### Supply network, run 1

Scale bar: 50 um. Pins as bars on the die edge. Tap cells in gray.
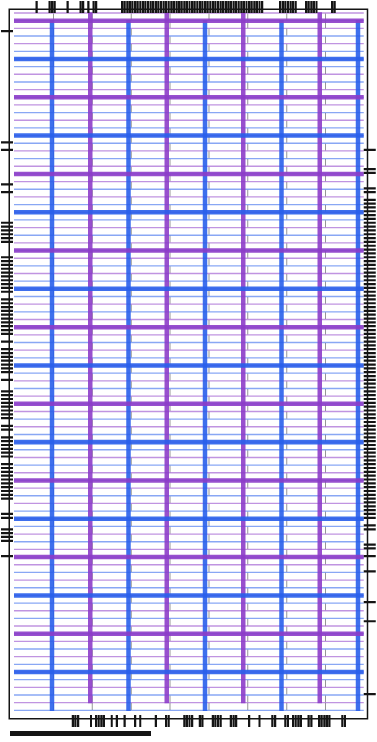
### Cell classes on the final placement, run 1

Scale bar: 50 um.
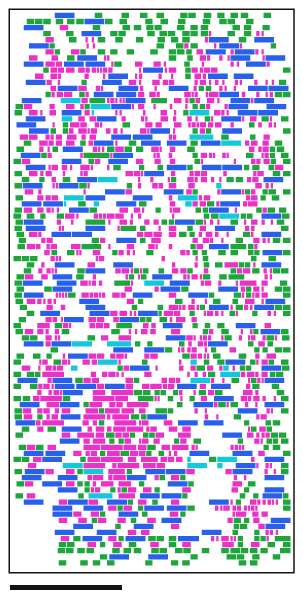
### Routed clock nets over the placement, run 1

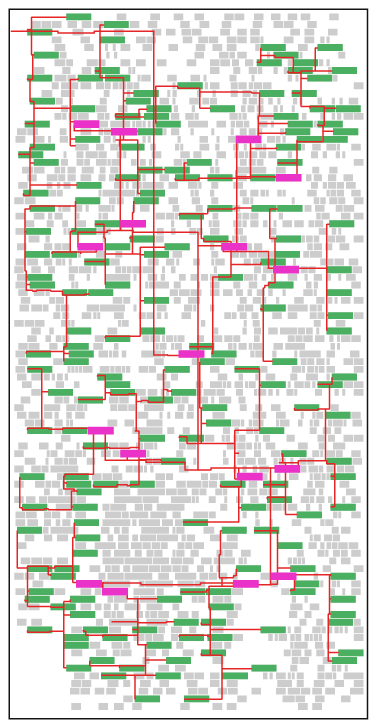
### Metal layers overlaid, run 1

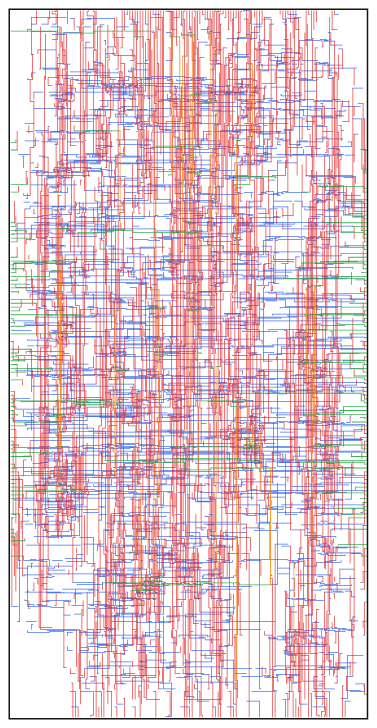
### src/rtl/div_hilo_ctrl.sv
// Divide sequencing and result stage: takes DIV/DIVU requests, feeds operand
// magnitudes to the iterative divider, applies MIPS sign rules and owns HI/LO.
module div_hilo_ctrl #(
  parameter int WIDTH = 32
) (
  input  logic             clk,
  input  logic             reset,
  input  logic             op_valid,
  input  logic             op_signed,
  input  logic [WIDTH-1:0] op_a,
  input  logic [WIDTH-1:0] op_b,
  output logic             busy,
  output logic             div_start,
  output logic [WIDTH-1:0] div_a,
  output logic [WIDTH-1:0] div_b,
  input  logic             div_done,
  input  logic [WIDTH-1:0] div_lo,
  input  logic [WIDTH-1:0] div_hi,
  input  logic             mthi,
  input  logic             mtlo,
  input  logic [WIDTH-1:0] wdata,
  output logic [WIDTH-1:0] hi,
  output logic [WIDTH-1:0] lo,
  output logic             div_by_zero
);

  typedef enum logic [1:0] {IDLE, ISSUE, WAIT, FIXUP} state_t;

  state_t           state_q, state_d;
  logic [WIDTH-1:0] hi_q, hi_d;
  logic [WIDTH-1:0] lo_q, lo_d;
  logic [WIDTH-1:0] div_a_q, div_a_d;
  logic [WIDTH-1:0] div_b_q, div_b_d;
  logic [WIDTH-1:0] quo_q, quo_d;
  logic [WIDTH-1:0] rem_q, rem_d;
  logic             sgn_quo_q, sgn_quo_d;
  logic             sgn_rem_q, sgn_rem_d;
  logic             dbz_q, dbz_d;
  logic             neg_a, neg_b;

  // Two's-complement negation wraps, so the most negative value maps to itself
  // and reads correctly as an unsigned magnitude.
  function automatic logic [WIDTH-1:0] cond_neg(input logic [WIDTH-1:0] x,
                                                input logic             neg);
    return neg ? ((~x) + WIDTH'(1)) : x;
  endfunction

  assign neg_a = op_signed & op_a[WIDTH-1];
  assign neg_b = op_signed & op_b[WIDTH-1];

  always_comb begin
    state_d   = state_q;
    hi_d      = hi_q;
    lo_d      = lo_q;
    div_a_d   = div_a_q;
    div_b_d   = div_b_q;
    quo_d     = quo_q;
    rem_d     = rem_q;
    sgn_quo_d = sgn_quo_q;
    sgn_rem_d = sgn_rem_q;
    dbz_d     = 1'b0;
    case (state_q)
      IDLE: begin
        if (mthi) hi_d = wdata;
        if (mtlo) lo_d = wdata;
        // A same-cycle move lands now; a divide result overwrites it later.
        if (op_valid) begin
          if (op_b == '0) begin
            hi_d  = op_a;
            lo_d  = '1;
            dbz_d = 1'b1;
          end else begin
            sgn_quo_d = neg_a ^ neg_b;
            sgn_rem_d = neg_a;
            div_a_d   = cond_neg(op_a, neg_a);
            div_b_d   = cond_neg(op_b, neg_b);
            state_d   = ISSUE;
          end
        end
      end
      ISSUE: state_d = WAIT;
      WAIT: begin
        if (div_done) begin
          quo_d   = div_lo;
          rem_d   = div_hi;
          state_d = FIXUP;
        end
      end
      FIXUP: begin
        lo_d    = cond_neg(quo_q, sgn_quo_q);
        hi_d    = cond_neg(rem_q, sgn_rem_q);
        state_d = IDLE;
      end
      default: state_d = IDLE;
    endcase
  end

  always_ff @(posedge clk or negedge reset) begin
    if (!reset) begin
      state_q   <= IDLE;
      hi_q      <= '0;
      lo_q      <= '0;
      div_a_q   <= '0;
      div_b_q   <= '0;
      quo_q     <= '0;
      rem_q     <= '0;
      sgn_quo_q <= 1'b0;
      sgn_rem_q <= 1'b0;
      dbz_q     <= 1'b0;
    end else begin
      state_q   <= state_d;
      hi_q      <= hi_d;
      lo_q      <= lo_d;
      div_a_q   <= div_a_d;
      div_b_q   <= div_b_d;
      quo_q     <= quo_d;
      rem_q     <= rem_d;
      sgn_quo_q <= sgn_quo_d;
      sgn_rem_q <= sgn_rem_d;
      dbz_q     <= dbz_d;
    end
  end

  assign busy        = (state_q != IDLE);
  assign div_start   = (state_q == ISSUE);
  assign div_a       = div_a_q;
  assign div_b       = div_b_q;
  assign hi          = hi_q;
  assign lo          = lo_q;
  assign div_by_zero = dbz_q;

endmodule
### config.mk
export PLATFORM = sky130hd
export DESIGN_NAME = div_hilo_ctrl
export DESIGN_NICKNAME = d
export VERILOG_FILES = /design/src/rtl/div_hilo_ctrl.sv
export SDC_FILE = /design/constraint.sdc
export NUM_CORES = 1
export LEC_CHECK = 0
export CAP_MARGIN = 15
export CORE_ASPECT_RATIO = 2
export CORE_UTILIZATION = 35
export DETAILED_ROUTE_END_ITERATION = 10
export GPL_ROUTABILITY_DRIVEN = 0
export HOLD_SLACK_MARGIN = 0.08
export PLACE_DENSITY_LB_ADDON = 0.05
export SETUP_SLACK_MARGIN = 0.02
export SLEW_MARGIN = 20
export SYNTH_ARGS = -nofsm -noshare
export SYNTH_HDL_FRONTEND = slang
export SYNTH_SLANG_ARGS = --single-unit
### constraint.sdc
create_clock -name clk -period 2.4 [get_ports clk]
set_input_delay 0.24 -clock clk [delete_from_list [all_inputs] [get_ports clk]]
set_output_delay 0.24 -clock clk [all_outputs]
set_load 0.02 [all_outputs]
==> reports/results.txt, run 1 <==
Setup slack, reg-to-reg: -0.15 ns
Net Switching: 0.00976 W
Met3 usage: 4.62%
Share of cells above drive strength 1: 25.4%
Count of input and output buffers: 297
PD cells: 1340 nW/um^2
Crit Path Class: reg -> reg
Hold Fails Final Rpt: 0
YS chip area: 10900 sq um
Max-cap violations: 0
Cells in synth_stat.txt: 1119
Comb group: 0.0135 W
Ports: 298
Seq power: 0.00641 W
Post-synth ARST share: 100%
Residual DRC count: 0
Multiplexer share of the synthesized area: 10.2%
Met1 Usage GRT: 28.0%
Design Area, Final: 17100 sq um
Critical Path AT: 2.89 ns
Sw frac: 42.6%
GRT overflow: 0
Met1 WL: 15400 um
Final setup viols: 11
Pre-antenna DRT Iters: 8
Relative slew slack: 55.8%
Die W: 127 um
P&R area growth vs syn: 57.4%
Critical Path Source: rem_q[20]
Ys Warns: 0
Final worst setup slack: -0.150 ns
Sequential power share: 28.0%
CP peak stage delay: 0.55 ns
Xor/xnor share of the synthesized area: 9.58%
Initial DRC count: 512
Post-layout period usage: 106%
TritonCTS clock tree: done
EDFF count, synth: 0
Placed cells: 1913
Total nets after synthesis: 1294
Layout net count: 1753
Max power group: combinational cells
Largest net degree at the start of global routing: 68
R2r startpoint: rem_q[20]
Post-cts sizing count: 58
Global-route wire length before repair: 64100 um
Status: finished, violations left
Worst Setup Start Kind: flip-flop
Aoi share: 17.0%
Syn Area/Cell: 9.72 sq um
Core Area: 30700 sq um
Count leader, synth: dfrtp_1
Top cell types by occurrence after synthesis: 197 x dfrtp_1, 120 x nand2_1, 107 x o21ai_0
Synth area leader: dfrtp_1
Die area: 31800 sq um
Hold slack: 0.229 ns
Post-DRT Antenna Nets: 0
Post-DR vias/cell: 5.36
Critical path fanouts, max: 2
CTS Buf Count: 17
Most frequent cells in the layout: 293 x clkdlybuf4s50_1, 196 x dfrtp_1, 188 x buf_4
HP Class: in -> reg
Failing checks: negative setup slack
Cell count after synthesis: 1119
Clk buf depth: 2
Notes on 'Supply network' above:
VDD -> purple
VSS -> blue
rows = 91
met4 straps = 9
tap cells = 372
Max rail drop VDD: 0.829 mV
Chip Height: 251 um

Notes on 'Cell classes on the final placement' above:
sequential cells -> blue  # cells 197
combinational and other logic -> magenta  # cells 854
remaining buffers and delay cells -> green  # cells 508
clock drivers and dummy loads -> cyan  # cells 31
row count: 91
final core occ: 55.7%

Notes on 'Routed clock nets over the placement' above:
clock drivers -> magenta  # count 17
flip-flops -> green  # count 197
clock wires -> red  # length 2890 um
routed clock nets = 18
worst skew pair latency: 0.45 ns
Clk pwr share: 13.3%

Notes on 'Metal layers overlaid' above:
metal 1 -> blue  # wire length 15400 um
metal 4 -> orange  # wire length 2140 um
metal 2 -> red  # wire length 24.1 mm
metal 3 -> green  # wire length 1880 um
via count: 10500
GR Util All Layers: 27.3%
WL final: 43400 um
post-DR wirelength/cell: 22.1 um

[run 1: worst min-delay path by stage]
stage / cells past startpoint / to / slack [ns] / start
floorplan: 0 / div_a[0] / -0.06 / reset
global placement: 1 / div_b[6] / 0.30 / reset
detailed placement: 1 / div_b[6] / 0.30 / reset
CTS: 2 / quo_q[13] / 0.37 / div_lo[13]
global route: 4 / div_b[0] / 0.24 / op_b[0]
finish: 4 / div_b[0] / 0.23 / op_b[0]
[run 1: final cells by class]
type	count	area, sq um	share of cell area, %
Multi-Input combinational cell	839	6300	36.8
Timing Repair Buffer	508	4770	27.9
Clock inverter	11	151	0.884
Antenna cell	2	5.00	0.0292
Tap cell	372	465	2.72
Inverter	15	56.3	0.329
Clock buffer	20	447	2.61
Sequential cell	197	4930	28.8
==> run 1 -> run 2 <==
--- a/config.mk
+++ b/config.mk
@@ -8,6 +8,7 @@
 export CAP_MARGIN = 15
 export CORE_ASPECT_RATIO = 2
 export CORE_UTILIZATION = 35
+export CTS_CLUSTER_SIZE = 25
 export DETAILED_ROUTE_END_ITERATION = 10
 export GPL_ROUTABILITY_DRIVEN = 0
 export HOLD_SLACK_MARGIN = 0.08
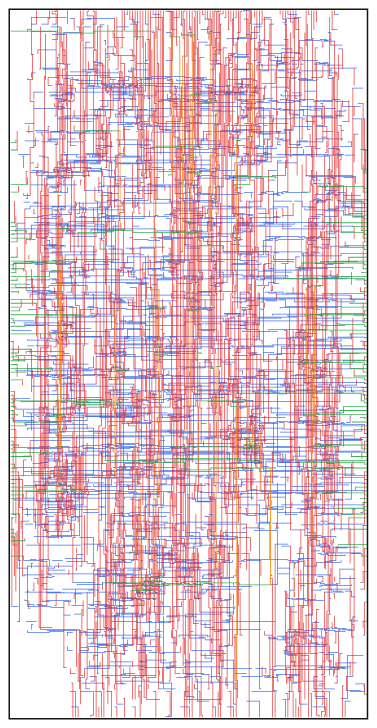
*Metal layers overlaid, run 2*
metal 4 -> orange  # wire length 2140 um
metal 3 -> green  # wire length 1880 um
metal 2 -> red  # wire length 24.1 mm
metal 1 -> blue  # wire length 15400 um

==> run 2 against run 1 <==
  * The flow still finishes with violations (negative setup slack)
  * Sequential power is essentially flat
  * Sequential cell count is the same
  * Cell count unchanged
  * Critical path type unchanged
  * Critical endpoint unchanged
==> reports/results.txt, run 2 <==
Status: finished, violations left (unchanged)
Failing checks: negative setup slack (unchanged)
Hold Fails Final Rpt: 0 (unchanged)
Post-DR vias/cell: 5.36 (unchanged)
Seq power: 0.00641 W (about the same)
Pre-antenna DRT Iters: 8 (unchanged)
Final core occ: 55.7% (unchanged)
CP peak stage delay: 0.55 ns (about the same)
Hold slack: 0.229 ns (unchanged)
Ant diodes: 2 (unchanged)
Count of input and output buffers: 297 (unchanged)
Sequential power share: 28.0% (about the same)
Min-Delay Path Depth: 4 (unchanged)
Multiplexer share of the synthesized area: 10.2% (unchanged)
Residual DRC count: 0 (unchanged)
Final setup viols: 11 (unchanged)
Post-synth ARST share: 100% (unchanged)
Worst Hold Path EP: div_b[0] (unchanged)
Cell Chain, Critical Path: or3_4, or4b_4, or4_4, o31ai_4, xnor2_1, a221o_1 (unchanged)
GRT overflow: 0 (unchanged)
Ys Warns: 0 (unchanged)
Worst Setup Start Kind: flip-flop (unchanged)
WL final: 43400 um (unchanged)
EDFF count, synth: 0 (unchanged)
Number of non-clock buffers: 508 (unchanged)
Count leader, synth: dfrtp_1 (unchanged)
Layout net count: 1753 (unchanged)
Cell count after synthesis: 1119 (unchanged)
YS chip area: 10900 sq um (unchanged)
Logic gate fraction of the total cell area: 36.8% (unchanged)
Aoi share: 17.0% (unchanged)
P&R area growth vs syn: 57.4% (unchanged)
Top cell category: combinational gates (unchanged)
Synth area leader: dfrtp_1 (unchanged)
Max power group: combinational cells (unchanged)
Max rail drop VDD: 0.829 mV (unchanged)
TritonCTS clock tree: done (unchanged)
Area leader share: 45.3% (unchanged)
Largest net degree at the start of global routing: 68 (unchanged)
Die W: 127 um (unchanged)
Gate Area: 6300 sq um (unchanged)
Clock buffers: 20 (unchanged)
Logic Gate Count: 839 (unchanged)
Crit end category: flip-flop (unchanged)
Tap cell count: 372 (unchanged)
Detailed placement HPWL: 33400 um (unchanged)
Met1 WL: 15400 um (unchanged)
Top cell types by occurrence after synthesis: 197 x dfrtp_1, 120 x nand2_1, 107 x o21ai_0 (unchanged)
Hold Buf Count CTS: 1 (unchanged)
Ports: 298 (unchanged)
Row count: 91 (unchanged)
Worst skew pair latency: 0.45 ns (about the same)
Flop Count: 197 (unchanged)
GR Util All Layers: 27.3% (unchanged)
Global-route wire length before repair: 64100 um (unchanged)
Most frequent cells in the layout: 293 x clkdlybuf4s50_1, 196 x dfrtp_1, 188 x buf_4 (unchanged)
Die area: 31800 sq um (unchanged)
Cells in synth_stat.txt: 1119 (unchanged)
Register area: 4930 sq um (unchanged)
HP Class: in -> reg (unchanged)
Clk pwr share: 13.3% (about the same)
Met1 Usage GRT: 28.0% (unchanged)
Syn Area/Cell: 9.72 sq um (unchanged)
Clock-cell share of area: 3.49% (unchanged)
Via count: 10500 (unchanged)
Max-cap violations: 0 (unchanged)
Chip Height: 251 um (unchanged)
Xor/xnor share of the synthesized area: 9.58% (unchanged)
Met3 usage: 4.62% (unchanged)
Clk buf depth: 2 (unchanged)
Sw frac: 42.6% (unchanged)
Share of cells above drive strength 1: 25.4% (unchanged)
PD cells: 1340 nW/um^2 (unchanged)
R2r startpoint: rem_q[20] (unchanged)
Worst hold start: op_b[0] (unchanged)
Relative slew slack: 55.8% (unchanged)
Initial DRC count: 512 (unchanged)
Inverters excl. clock: 15 (unchanged)
Placed cells: 1913 (unchanged)
Non-clock buffering overhead in the final layout: 27.9% (unchanged)
Combinational Power Share: 58.7% (about the same)
Crit Path Class: reg -> reg (unchanged)
Comb group: 0.0135 W (about the same)
Post-DRT Antenna Nets: 0 (unchanged)
Setup slack, reg-to-reg: -0.15 ns (about the same)
Final worst setup slack: -0.150 ns (unchanged)
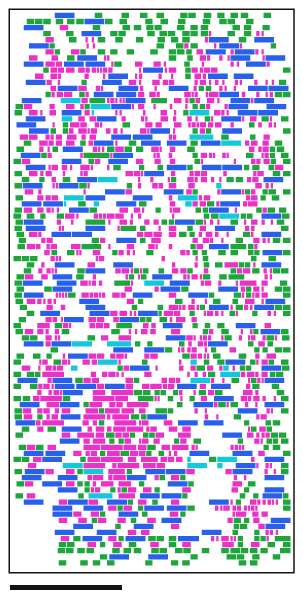
*Cell classes on the final placement, run 2*
Scale bar: 50 um.
flop share of the area: 28.8%
Core Area: 30700 sq um
Design Area, Final: 17100 sq um

run 2: cell counts after synthesis:
Identical to the previous run, type by type.
run 2: worst max-delay path by stage:
stage	from	end	slack, ns	depth (start not counted)
4_1_cts	rem_q[1]	hi[26]	-0.17	8
2_1_floorplan	rem_q[7]	hi[29]	-0.16	7
5_1_grt	rem_q[18]	hi[29]	-0.23	6
3_5_place_dp	op_b[0]	hi[8]	-0.58	10
6_report	rem_q[20]	hi[29]	-0.15	6
3_3_place_gp	op_b[0]	hi[8]	-0.59	10
run 2: tightest hold or removal path, stage by stage:
cell and delay (ns):
dlymetal6s2s_1 0.13, inv_1 0.08, buf_4 0.11, o21ai_0 0.07
Power is estimated from default activity; no workload was simulated.
